$ cat src/rtl/demux_pkg.sv
`default_nettype none
// ============================================================================
// Module      : demux_pkg
// Description : Shared types and constants for the four-lane dispatcher
//               (lane index/mask types, holding-register state encoding).
// Revision    : 1.0 - initial release
// ============================================================================
package demux_pkg;

    localparam int NUM_LANES = 4;

    typedef logic [1:0]           lane_idx_t;
    typedef logic [NUM_LANES-1:0] lane_mask_t;

    // Holding-register occupancy: EMPTY means hold_valid=0, FULL means 1
    typedef enum logic [0:0] {
        EMPTY = 1'b0,
        FULL  = 1'b1
    } hold_state_t;

    // Next lane in round-robin order; the 2-bit add wraps 3 -> 0 naturally
    function automatic lane_idx_t lane_next(input lane_idx_t idx);
        return idx + 2'd1;
    endfunction

endpackage
`default_nettype wire

$ cat src/rtl/demux_1to4.sv
`default_nettype none
// ============================================================================
// Module      : demux_1to4
// Description : One-bit 1-to-4 demultiplexer with enable. Output y[s]
//               follows d when en is high; all other outputs are low.
// Revision    : 1.0 - initial release
// ============================================================================
module demux_1to4
    import demux_pkg::*;
(
    input  logic       d,
    input  lane_idx_t  s,
    input  logic       en,
    output lane_mask_t y
);

    // One decoder term per output lane
    for (genvar i = 0; i < NUM_LANES; i++) begin : g_lane
        assign y[i] = en & d & (s == lane_idx_t'(i));
    end

endmodule
`default_nettype wire

$ cat src/rtl/demux_dispatch_ctrl_rr_lane_pick.sv
`default_nettype none
// ============================================================================
// Module      : rr_lane_pick
// Description : Round-robin priority scan. Starting at ptr and moving
//               upward (mod 4), returns the first lane whose mask bit is set.
// Revision    : 1.0 - initial release
// ============================================================================
module rr_lane_pick
    import demux_pkg::*;
(
    input  lane_mask_t mask,
    input  lane_idx_t  ptr,
    output lane_idx_t  idx,
    output logic       found
);

    lane_idx_t w_cand;

    // Scan from the farthest offset down so the closest qualifying lane wins
    always_comb begin
        idx    = '0;
        found  = 1'b0;
        w_cand = '0;
        for (int k = NUM_LANES - 1; k >= 0; k--) begin
            w_cand = ptr + lane_idx_t'(k);
            if (mask[w_cand]) begin
                idx   = w_cand;
                found = 1'b1;
            end
        end
    end

endmodule
`default_nettype wire

$ cat src/rtl/demux_dispatch_ctrl.sv
`default_nettype none
// ============================================================================
// Module      : demux_dispatch_ctrl
// Description : Round-robin dispatcher sharing one valid/ready input stream
//               between four lanes through a one-entry holding register.
//               The held word is broadcast; a demux steers the single valid
//               strobe to the selected lane.
// Revision    : 1.0 - initial release
// ============================================================================
module demux_dispatch_ctrl
    import demux_pkg::*;
#(
    parameter int DW        = 8,
    parameter int SKIP_BUSY = 0
) (
    input  logic          clk,
    input  logic          rst,
    input  logic          in_valid,
    output logic          in_ready,
    input  logic [DW-1:0] in_data,
    input  lane_mask_t    lane_en,
    output lane_mask_t    out_valid,
    input  lane_mask_t    out_ready,
    output logic [DW-1:0] out_data,
    output lane_idx_t     cur_lane,
    output logic [15:0]   xfer_cnt
);

    hold_state_t   r_state;
    lane_idx_t     r_ptr;
    logic [DW-1:0] r_data;
    logic [15:0]   r_xfer_cnt;

    lane_mask_t    w_pick_mask;
    lane_idx_t     w_target;
    logic          w_found;
    logic          w_hold_valid;
    lane_mask_t    w_strobe;
    logic          w_lane_xfer;
    logic          w_accept;

    // Qualifying-lane mask: strict mode waits on the enabled target,
    // skip mode only considers lanes that are ready right now
    if (SKIP_BUSY != 0) begin : g_skip_busy
        assign w_pick_mask = lane_en & out_ready;
    end else begin : g_strict_rr
        assign w_pick_mask = lane_en;
    end

    rr_lane_pick u_pick (
        .mask  (w_pick_mask),
        .ptr   (r_ptr),
        .idx   (w_target),
        .found (w_found)
    );

    assign w_hold_valid = (r_state == FULL);

    demux_1to4 u_demux (
        .d  (1'b1),
        .s  (w_target),
        .en (w_hold_valid & w_found),
        .y  (w_strobe)
    );

    // A lane transfer frees the holding register for a same-cycle accept
    assign w_lane_xfer = |(w_strobe & out_ready);
    assign in_ready    = ~rst & (~w_hold_valid | w_lane_xfer);
    assign w_accept    = in_valid & in_ready;

    assign out_valid = w_strobe;
    assign out_data  = r_data;
    assign cur_lane  = w_target;
    assign xfer_cnt  = r_xfer_cnt;

    // Holding-register state, round-robin pointer and transfer counter
    always_ff @(posedge clk) begin
        if (rst) begin
            r_state    <= EMPTY;
            r_ptr      <= '0;
            r_data     <= '0;
            r_xfer_cnt <= '0;
        end else begin
            if (w_lane_xfer) begin
                r_ptr      <= lane_next(w_target);
                r_xfer_cnt <= r_xfer_cnt + 16'd1;
            end
            case (r_state)
                EMPTY: begin
                    if (w_accept) begin
                        r_data  <= in_data;
                        r_state <= FULL;
                    end
                end
                FULL: begin
                    if (w_accept) begin
                        r_data  <= in_data;
                        r_state <= FULL;
                    end else if (w_lane_xfer) begin
                        r_state <= EMPTY;
                    end
                end
                default: r_state <= EMPTY;
            endcase
        end
    end

endmodule
`default_nettype wire

$ cat config.mk
export PLATFORM = sky130hd
export DESIGN_NAME = demux_dispatch_ctrl
export DESIGN_NICKNAME = d
export VERILOG_FILES = /design/src/rtl/demux_pkg.sv /design/src/rtl/demux_1to4.sv /design/src/rtl/demux_dispatch_ctrl_rr_lane_pick.sv /design/src/rtl/demux_dispatch_ctrl.sv
export SDC_FILE = /design/constraint.sdc
export NUM_CORES = 1
export LEC_CHECK = 0
export ABC_AREA = 1
export CAP_MARGIN = 20
export CORE_MARGIN = 2
export CORE_UTILIZATION = 43
export CTS_BUF_LIST = sky130_fd_sc_hd__clkbuf_16
export CTS_CLUSTER_SIZE = 10
export DETAILED_ROUTE_END_ITERATION = 7
export PLACE_DENSITY = 0.87
export REMOVE_ABC_BUFFERS = 1
export SLEW_MARGIN = 25
export SYNTH_ARGS = -nofsm -noshare
export SYNTH_HDL_FRONTEND = slang
export SYNTH_SLANG_ARGS = --single-unit
$ cat constraint.sdc
create_clock -name clk -period 2.8 [get_ports clk]
set_input_delay 0.56 -clock clk [delete_from_list [all_inputs] [get_ports clk]]
set_output_delay 0.56 -clock clk [all_outputs]
set_load 0.05 [all_outputs]
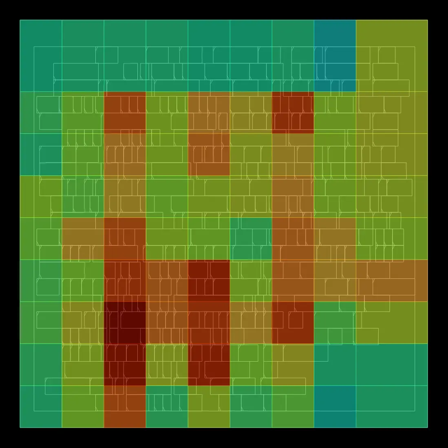
**Above:** routing congestion.
met2 capacity usage during global routing: 39.3%
All-Layer GR Usage: 21.3%
global routing's busiest layer: met2
routed wirelength normalized by instance count: 12.9 µm

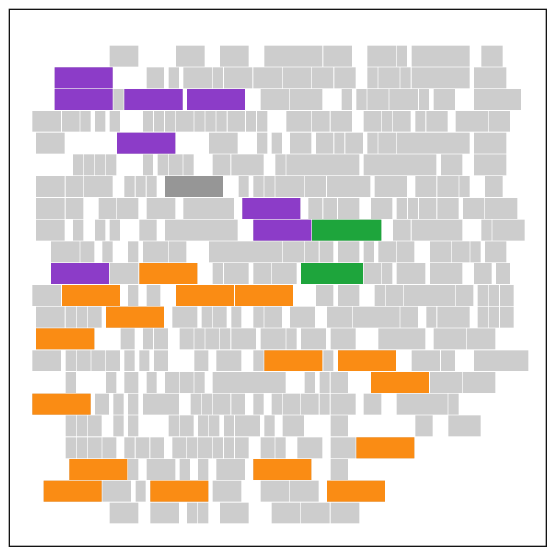
**Above:** where the registers sit.
Scale: 8 px per µm. Other sequential cells in the stronger grey, the rest of the logic in the fainter grey.
Purple is out_data, sequential cells 8. Orange is xfer_cnt, sequential cells 16. Green is r_ptr, sequential cells 2.
Another 1 sequential cells are not coloured.
share of the core filled with cells in the final layout: 72.5%
Seq. cell area: 546 µm²
share of cell area taken by flip-flops and latches: 20.1%
power of the sequential group: 0.519 mW

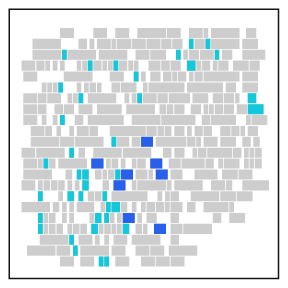
**Above:** gate-type map.
Scale: 4 px per µm.
Cyan is NOR gates, cells 38. Blue is XOR/XNOR gates, cells 8, where centre.
combinational share of cell area: 44.6%
most frequent logic cell in the layout: nand2_1
final cell count without fillers: 375

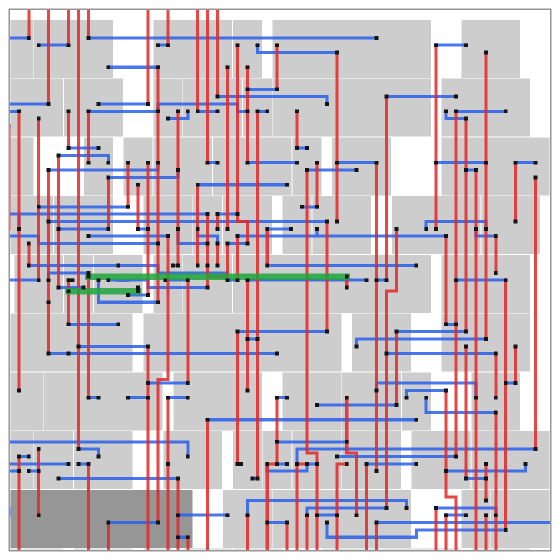
**Above:** layout detail.
Window x 38 to 63, y 38 to 63 µm. Cells in grey, sequential cells in the stronger grey; small squares are vias.
Red is met2. Green is met3. Blue is met1.
Most frequent: buf_4 (17), nand2_1 (6). Sequential cells in the window: 1. Netlist names of flops here include r_ptr (1). 61 logic cells have their middle in the window.

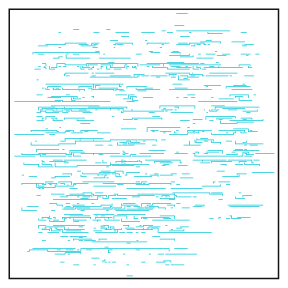
**Above:** metal 1.
Scale: 4 px per µm.
323 nets have wire on it. The layer holds 42% of the routed length. The longest straight run is 22.1 µm. The wires run mostly horizontal. The layer carries 2030 µm of wire.
GR Util met1: 25.2%
Total Routed Length: 4850 µm
routed vias: 1887

==> impl.org <==
#+TITLE: Implementation results

** Critical path
- Critical Path Source Type :: register
- CP Launch Point :: r_ptr[0]
- Worst setup path endpoint :: in_ready
- Crit path DRT :: about 2.2 ns
- The worst register-to-register path has a depth of 20.
- In this run the worst path has a maximum fanout of 8.
- Critical path data arrival time :: approximately 2.2 ns

** Cells and area
- Counting the clock-network buffers in the layout gives 3.
- The register with the most flip-flops in the layout has 16 of them.
- Ranked by total area, the top cell class in this layout is combinational gates.
- Number of sequential storage elements :: 27
- Leading cell types in the layout, fill and taps excluded :: nand2_1 (55), clkdlybuf4s50_1 (38), nor2_1 (28)
- Area grow syn2layout :: 59.3%
- Logic inverters :: 31
- The final layout contains 352 nets.
- Number of filler cells placed in the layout :: 320

** Power
- The flow reports that the clock network draws a little over a tenth of the design power.
- The power report attributes to the sequential group a share of between 10% and 20%.
- Looking at the power breakdown, combinational cells take a little under three quarters of the total.
- Worst vdd rail ir drop :: around 660 µV
- P_leak :: around 1.1 nW
- The design draws about 3.0 mW.
- Switching power as a fraction of the total was reported as 47.9%.

** Logic synthesis
- Async set-reset flop share out of synthesis :: 0%
- Cell with the most instances after synthesis :: nand2_1
- Yosys synthesis warning count :: 0
- Largest type area fraction :: approximately a third
- The synthesized design contains 0 enable-type register cells.
- The synthesized netlist has a Yosys-reported chip area of about 1700 µm².
- Synthesized registers :: 27
- Top post-synthesis cells by area :: dfxtp_1 (32%), nand2_1 (16%), nor2_1 (6.4%)
- Adder-cell share of the synthesized area :: roughly 3.7%
- The synthesized netlist was found by Yosys to have around 260 cells.
- After Yosys synthesis, and, or, nand and nor cells account for a little over 40% of the synthesized area.
- For reference, the mux area share after synthesis is 0%.
- In this run, distinct cell masters in the synthesized netlist total 28.
- Synth Cell Area :: between 1500 and 2000 µm²
- Logic family by area :: simple AND/OR/NAND/NOR gates
- Post-synthesis xor/xnor area fraction :: around 4%

** Routing
- Met3 layer wire length in the routed design :: 154 µm
- Number of DRC markers after the initial detailed-route iteration :: 74
- The first TritonRoute pass finished after 4 iterations.
- Wire length on met1 :: slightly above 2000 µm
- Remaining design rule violation count :: 0

** CTS
- Clock tree sinks :: 27
- CTS root buffer :: clkbuf_16
- Per the skew report, the later register of the worst-skew pair sees a clock latency of between 0.2 and 0.3 ns.
- TritonCTS built the clock tree.

** Floorplan
- For this floorplan the total number of well-tap instances is 48.
- Die Span X :: 67.0 µm
- The die covers 4480 µm².
- Initial core utilization :: a little under half

** Worst hold path
- Hold Crit Class :: register to register
- The worst hold path passes through 4 cells.
- Hold Path End :: out_data[3]

** Global route
- Global-route wire length before repair :: approximately 7400 µm
- Maximum number of pins on one net before global-route repair :: 20

** Timing
- Clk_skew :: between 0.0015 and 0.002 ns
- The transition time recorded at the tightest slew-check pin is 0.528 ns.
- Static timing analysis puts the maximum clock frequency at approximately 360 MHz.
- Final WS setup :: 0.00681 ns
- Setup repair after global routing could not meet its margin everywhere.
- Across all checked pins, the minimum headroom to the slew limit is ~65%.
- On the final layout, the worst hold slack is between 0.5 and 0.6 ns.

** Outcome
- The run finished with clean final reports.

** Place
- Pre-CTS setup slack :: -0.476 ns
- Weighted congestion reported at the end of routability-driven placement :: a little under 0.9
- Post-DP Area :: approximately 2300 µm²

** Job
- The tool warning count for the run is 29.
==> worst max-delay path: cells and delay by family (launching register included) <==
family                     cells  cell delay (ns)
AOI/OAI and AO/OA              2             0.20
adders and majority gates      1             0.16
and+or+nand+nor                9             0.76
buffers and inverters          4             0.42
DFF                            1             0.43
==> repair_timing <==
action,CTS,global route
buffers inserted,7,5
gates cloned,0,0
setup endpoints to repair,30,29
gates resized,54,35
pin swaps,18,21
==> power by group through the flow <==
stage | clock network [mW] | logic, mW | registers [mW]
floorplan | 0 | 0.765 | 0.584
global placement | 0 | 1.43 | 0.491
detailed placement | 0 | 1.45 | 0.494
CTS | 0.326 | 1.74 | 0.504
global route | 0.352 | 2.25 | 0.525
finish | 0.325 | 2.12 | 0.519
Power is estimated from default activity; no workload was simulated.
